<file path="src/rtl/line_steer_ctrl.sv">
// line_steer_ctrl
//   Turns per-frame line centroid results into a saturated signed steering
//   command (3-stage PD pipeline) and a servo PWM. A lost-line FSM holds the
//   last command for a while, then commits to full lock toward the side the
//   line was last seen.
//
//   Optional feature macro: LINE_STEER_DERIV_EN
//     defined     -> PD control (derivative term on err - prev_err)
//     not defined -> P only; prev_err and the KD multiplier are not built
//
// Ports
//   clk          sole clock
//   rst_n        asynchronous active-low reset
//   centroid_x   frame centroid, sampled when line_valid=1
//   line_valid   one-cycle result strobe
//   line_lost    qualifies line_valid: 1 = no line found
//   steer        signed steering command, +/-STEER_MAX
//   steer_valid  one-cycle pulse, 3 cycles after line_valid
//   state        IDLE=0, TRACK=1, HOLD=2, SEARCH=3
//   pwm_out      servo PWM, registered
module line_steer_ctrl #(
    parameter int IMG_W       = 640,
    parameter int KP          = 4,
    parameter int KD          = 2,
    parameter int FRAC        = 2,
    parameter int STEER_MAX   = 250,
    parameter int LOST_FRAMES = 8,
    parameter int PWM_PERIOD  = 1000,
    parameter int PWM_CENTER  = 500
) (
    input  logic                       clk,
    input  logic                       rst_n,
    input  logic [$clog2(IMG_W)-1:0]   centroid_x,
    input  logic                       line_valid,
    input  logic                       line_lost,
    output logic signed [15:0]         steer,
    output logic                       steer_valid,
    output logic [1:0]                 state,
    output logic                       pwm_out
);
    localparam int X_W   = $clog2(IMG_W);
    localparam int LC_W  = $clog2(LOST_FRAMES + 1);
    localparam int CNT_W = $clog2(PWM_PERIOD);

    localparam logic signed [X_W:0]  SETPT     = (X_W+1)'(IMG_W / 2);
    localparam logic signed [15:0]   KP_S      = 16'(KP);
    localparam logic signed [16:0]   SAT_POS   = 17'(STEER_MAX);
    localparam logic signed [16:0]   SAT_NEG   = -17'(STEER_MAX);
    localparam logic signed [15:0]   STEER_POS = 16'(STEER_MAX);
    localparam logic signed [15:0]   STEER_NEG = -16'(STEER_MAX);

    typedef enum logic [1:0] {IDLE = 2'd0, TRACK = 2'd1, HOLD = 2'd2, SEARCH = 2'd3} state_t;

    state_t            state_q, state_nx;
    logic [LC_W-1:0]   lost_cnt, lost_nx;
    logic              last_neg;            // sign of the last non-lost err

    assign state = state_q;

    // ---------------- Stage 1: error + state machine ----------------
    logic signed [X_W:0] err;
    assign err = $signed({1'b0, centroid_x}) - SETPT;

    always_comb begin
        state_nx = state_q;
        lost_nx  = lost_cnt;
        if (line_valid) begin
            if (line_lost) begin
                lost_nx = (lost_cnt == LC_W'(LOST_FRAMES)) ? lost_cnt : lost_cnt + 1'b1;
                unique case (state_q)
                    IDLE:   state_nx = IDLE;
                    TRACK,
                    HOLD:   state_nx = (lost_nx == LC_W'(LOST_FRAMES)) ? SEARCH : HOLD;
                    SEARCH: state_nx = SEARCH;
                endcase
            end else begin
                lost_nx  = '0;
                state_nx = TRACK;
            end
        end
    end

    // Each sample carries the state it resolved to; TRACK <=> non-lost sample.
    logic                s1_vld, s1_neg;
    logic signed [X_W:0] s1_err;
    state_t              s1_mode;
`ifdef LINE_STEER_DERIV_EN
    logic                s1_dz;             // force d=0 on entry into TRACK
`endif

    always_ff @(posedge clk or negedge rst_n) begin
        if (!rst_n) begin
            state_q  <= IDLE;
            lost_cnt <= '0;
            last_neg <= 1'b0;
            s1_vld   <= 1'b0;
            s1_err   <= '0;
            s1_mode  <= IDLE;
            s1_neg   <= 1'b0;
`ifdef LINE_STEER_DERIV_EN
            s1_dz    <= 1'b0;
`endif
        end else begin
            s1_vld <= line_valid;
            if (line_valid) begin
                state_q  <= state_nx;
                lost_cnt <= lost_nx;
                s1_err   <= err;
                s1_mode  <= state_nx;
                s1_neg   <= line_lost ? last_neg : err[X_W];
                if (!line_lost) last_neg <= err[X_W];
`ifdef LINE_STEER_DERIV_EN
                s1_dz    <= !line_lost && (state_q != TRACK);
`endif
            end
        end
    end

    // ---------------- Stage 2: P and D products ----------------
    logic signed [15:0] err16, p_nx;
    assign err16 = {{(15-X_W){s1_err[X_W]}}, s1_err};
    assign p_nx  = KP_S * err16;

    logic               s2_vld, s2_neg;
    logic signed [15:0] s2_p;
    state_t             s2_mode;

`ifdef LINE_STEER_DERIV_EN
    localparam logic signed [15:0] KD_S = 16'(KD);
    logic signed [15:0] prev_err, d_nx, s2_d;
    assign d_nx = s1_dz ? '0 : KD_S * (err16 - prev_err);

    always_ff @(posedge clk or negedge rst_n) begin
        if (!rst_n) begin
            prev_err <= '0;
            s2_d     <= '0;
        end else if (s1_vld) begin
            s2_d <= d_nx;
            if (s1_mode == TRACK) prev_err <= err16;
        end
    end
`endif

    always_ff @(posedge clk or negedge rst_n) begin
        if (!rst_n) begin
            s2_vld  <= 1'b0;
            s2_p    <= '0;
            s2_mode <= IDLE;
            s2_neg  <= 1'b0;
        end else begin
            s2_vld <= s1_vld;
            if (s1_vld) begin
                s2_p    <= p_nx;
                s2_mode <= s1_mode;
                s2_neg  <= s1_neg;
            end
        end
    end

    // ---------------- Stage 3: shift, clamp, state select ----------------
    logic signed [16:0] sum, u, u_sat;
`ifdef LINE_STEER_DERIV_EN
    assign sum = {s2_p[15], s2_p} + {s2_d[15], s2_d};
`else
    assign sum = {s2_p[15], s2_p};
`endif
    assign u     = sum >>> FRAC;
    assign u_sat = (u > SAT_POS) ? SAT_POS : (u < SAT_NEG) ? SAT_NEG : u;

    always_ff @(posedge clk or negedge rst_n) begin
        if (!rst_n) begin
            steer       <= '0;
            steer_valid <= 1'b0;
        end else begin
            steer_valid <= s2_vld;
            if (s2_vld) begin
                unique case (s2_mode)
                    IDLE:   steer <= '0;
                    TRACK:  steer <= 16'(u_sat);
                    HOLD:   steer <= steer;     // last TRACK value
                    SEARCH: steer <= s2_neg ? STEER_NEG : STEER_POS;
                endcase
            end
        end
    end

    // ---------------- PWM ----------------
    // Duty only changes at the wrap so each period is a whole, glitch-free pulse.
    logic [CNT_W-1:0] cnt;
    logic [CNT_W:0]   duty_lat, duty_nx;
    assign duty_nx = (CNT_W+1)'(PWM_CENTER) + (CNT_W+1)'(steer);

    always_ff @(posedge clk or negedge rst_n) begin
        if (!rst_n) begin
            cnt      <= '0;
            duty_lat <= (CNT_W+1)'(PWM_CENTER);
            pwm_out  <= 1'b0;
        end else begin
            if (cnt == CNT_W'(PWM_PERIOD - 1)) begin
                cnt      <= '0;
                duty_lat <= duty_nx;
            end else begin
                cnt <= cnt + 1'b1;
            end
            pwm_out <= ({1'b0, cnt} < duty_lat);
        end
    end
endmodule
</file>
<file path="config.mk">
export PLATFORM = sky130hd
export DESIGN_NAME = line_steer_ctrl
export DESIGN_NICKNAME = d
export VERILOG_FILES = /design/src/rtl/line_steer_ctrl.sv
export SDC_FILE = /design/constraint.sdc
export NUM_CORES = 1
export LEC_CHECK = 0
export ABC_AREA = 0
export CORE_MARGIN = 2
export CORE_UTILIZATION = 45
export DETAILED_ROUTE_END_ITERATION = 10
export PLACE_DENSITY_LB_ADDON = 0.12
export SLEW_MARGIN = 30
export SYNTH_ARGS = -nofsm -noshare
export SYNTH_HDL_FRONTEND = slang
export SYNTH_SLANG_ARGS = --single-unit
</file>
<file path="constraint.sdc">
create_clock -name clk -period 1.6 [get_ports clk]
set_input_delay 0.32 -clock clk [delete_from_list [all_inputs] [get_ports clk]]
set_output_delay 0.32 -clock clk [all_outputs]
set_load 0.03 [all_outputs]
</file>
placement_by_type.png
Bar = 20 um. Fill, decap, tap and diode cells in gray.
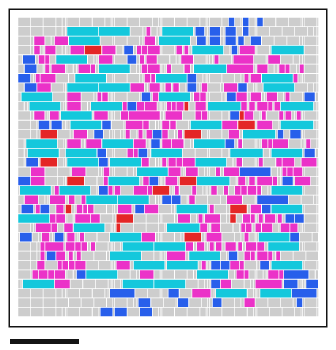
legend:
  cyan:
    class: flops
    cells: 68
    share_of_their_area: 40%
  blue:
    class: other buffers and delay cells
    cells: 78
    share_of_their_area: 16%
  red:
    class: clock drivers and dummy loads
    cells: 16
    share_of_their_area: 4.0%
  magenta:
    class: combinational and other logic
    cells: 244
    share_of_their_area: 40%
# rows: 32
post-layout util: 58.4%
flop share of the area: 38.6%
core box area: 0.00761 mm2

clocks.png
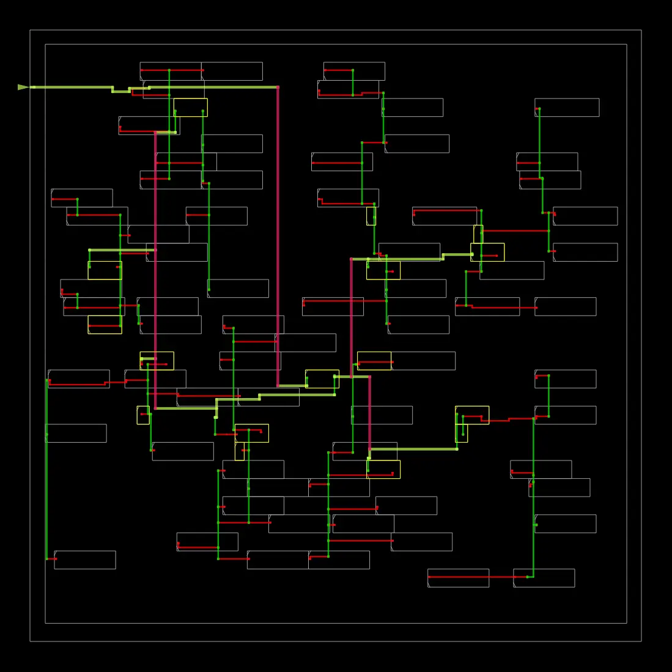
Clk power: 0.00126 W
clock skew: 0.00849 ns
Late-Pin Clk Latency: 0.34 ns

==> ci_impl_report.md <==
## Implementation flow summary

| Metric | Value |
|---|---|
| Peak VDD IR | between 0.6 and 0.7 mV |
| Crit-path cells | nor4_2 -> nand2_1 -> nand4_1 -> ha_4 -> o22a_1 -> a221o_1 |
| First-pass GRT wire length | between 10000 and 15000 um |
| Metal-1 WL | about 3100 um |
| Setup TNS | -0.395 ns |
| Diodes inserted | 0 |
| Die area | between 0.008 and 0.009 mm2 |
| Comb. cell area | roughly 0.0016 mm2 |
| TritonRoute pass-1 iters | 4 |
| Final hold viol count | 0 |
| CTS Buf Count | 9 |
| Max-Cap Viols | 0 |
| Final worst slack | -0.116 ns |
| Final WL | 7520 um |
| Pleak | ~2 nW |
| GRT Util Overall | between 10% and 20% |
| Relative slew margins | a little under two thirds |
| Synth-to-Final Area Change | 27.7% |
| Worst setup path class | reg2reg |
| Flip-flop and latch area | approximately 0.0017 mm2 |
| Vias per cell | ~5.2 |
| CTS tree | done |
| Cell Pwr Density | approximately 1100 mW/mm2 |
| Worst hold path type | reg2reg |
| Final Instance Area | ~0.0044 mm2 |
| Net count after synthesis | between 300 and 400 |
| Reg2Reg Setup Slack | -0.12 ns |
| Critical-path top delay cell | dfrtp_1 |
| Finished Layout Cells | 508 |
| Post-synthesis cell area | approximately 0.0035 mm2 |
| Final net count | between 400 and 500 |
| Fp util | a little under half |
| Final setup viols | 7 |
| Vias in the first global route | roughly 2700 |
| Iteration-0 DRC Markers | about 83 |
| Worst Path Arrival | 1.94 ns |
| Failing checks | negative setup slack |
| Syn Area/Cell | 10.6 um2 |
| F_max | 583 MHz |
| Crit path DRT | about 1.8 ns |
| Htree depth | 3 |
| Fillers | about 700 |
| Clk root buf | clkbuf_8 |
| Wire length on met2 | approximately 3900 um |
| Vias | 2637 |
| Status | finished, violations left |
## area by class of cell
cell class	instances	share of cell area, %
clock inverter	2	0.225
inverter	26	2.20
tap	102	2.87
timing repair buffer	78	15.5
clock buffer	14	3.66
multi-input combinational	218	36.9
sequential	68	38.6
## flip-flops by register name, indices dropped and copies added (netlist names)
name         count
steer           11
cnt             10
s2_p            11
s1_vld           1
s2_vld           1
s2_neg           1
duty_lat        11
s1_neg           1
lost_cnt         4
s1_mode          2
s2_mode          2
pwm_out          1
s1_err          11
steer_valid      1
## worst paths after layout
kind | startpoint | cells after the start | endpoint
hold reg to reg | duty_lat[2] | 2 | duty_lat[2]
max in group asynchronous | rst_n | 3 | duty_lat[6]
min in group asynchronous | rst_n | 3 | cnt[4]
setup / recovery | s2_p[6] | 6 | steer[9]
hold / removal | duty_lat[2] | 2 | duty_lat[2]
setup reg to reg | s2_p[6] | 6 | steer[9]
## what timing repair did
item / 4_1_cts / 5_1_grt
setup endpoints to repair: 29 / 22
hold buffers: 1 / 0
pin swaps: 5 / 7
resized: 24 / 25
setup buffers: 0 / 6
endpoints found under the hold margin: 4 / 0
gates cloned: 0 / 2
## cell families (layout without fill, tap and decap cells)
logic type,after synthesis,after routing,synth area share [%]
XOR/XNOR,15,15,3.78
AND-OR/OR-AND,77,77,14.6
multiplexers,25,25,7.99
flip-flops,68,68,49.2
adder cells (fa/ha/maj),17,17,6.12
buffers and inverters,42,120,5.61
AND/OR/NAND/NOR,84,84,12.7
## power breakdown
part           leakage, nW  internal (W)  switching [W]
Sequential           0.831       0.00192       0.000197
Combinational         1.09      0.000708       0.000834
Clock               0.0905      0.000644       0.000611
## Yosys cell counts, drive strengths merged, types with 4 or more instances
| master | count | share of area [%] |
|---|---|---|
| nor3 | 4 | 0.58 |
| buf | 9 | 2.1 |
| nand2 | 25 | 2.7 |
| nand3b | 4 | 0.86 |
| o21ai | 20 | 2.9 |
| xnor2 | 9 | 2.3 |
| nand4 | 5 | 0.90 |
| nand2b | 5 | 0.90 |
| dfstp | 6 | 4.5 |
| dfrtp | 62 | 45 |
| nand3 | 6 | 0.86 |
| a21oi | 28 | 4.1 |
| clkbuf | 7 | 0.76 |
| a221o | 6 | 1.7 |
| nor2 | 19 | 2.1 |
| inv | 26 | 2.8 |
| mux2 | 22 | 7.1 |
| xor2 | 6 | 1.5 |
| ha | 17 | 6.1 |
## worst register-to-register path, stage by stage (launching register included)
cell	delay, ns
dfrtp_1	0.39
nor4_2	0.27
nand2_1	0.08
nand4_1	0.11
ha_4	0.24
o22a_1	0.21
a221o_1	0.31
## per-layer routing
metal | vias to the layer above | global-route usage, %
met1 | 1276 | 22.9
met5 | - | 0
met3 | 10 | 4.60
li1 | 1300 | -
met2 | 51 | 33.2
met4 | 0 | 7.96
## per-stage QoR
step / hold WS (ns) / power [W]
floorplan: 0.0244 / 0.00306
global placement: 0.368 / 0.00370
detailed placement: 0.369 / 0.00372
CTS: 0.492 / 0.00492
global route: 0.530 / 0.00520
finish: 0.492 / 0.00492
No activity file was given, so power comes from the tool's default toggle rates.
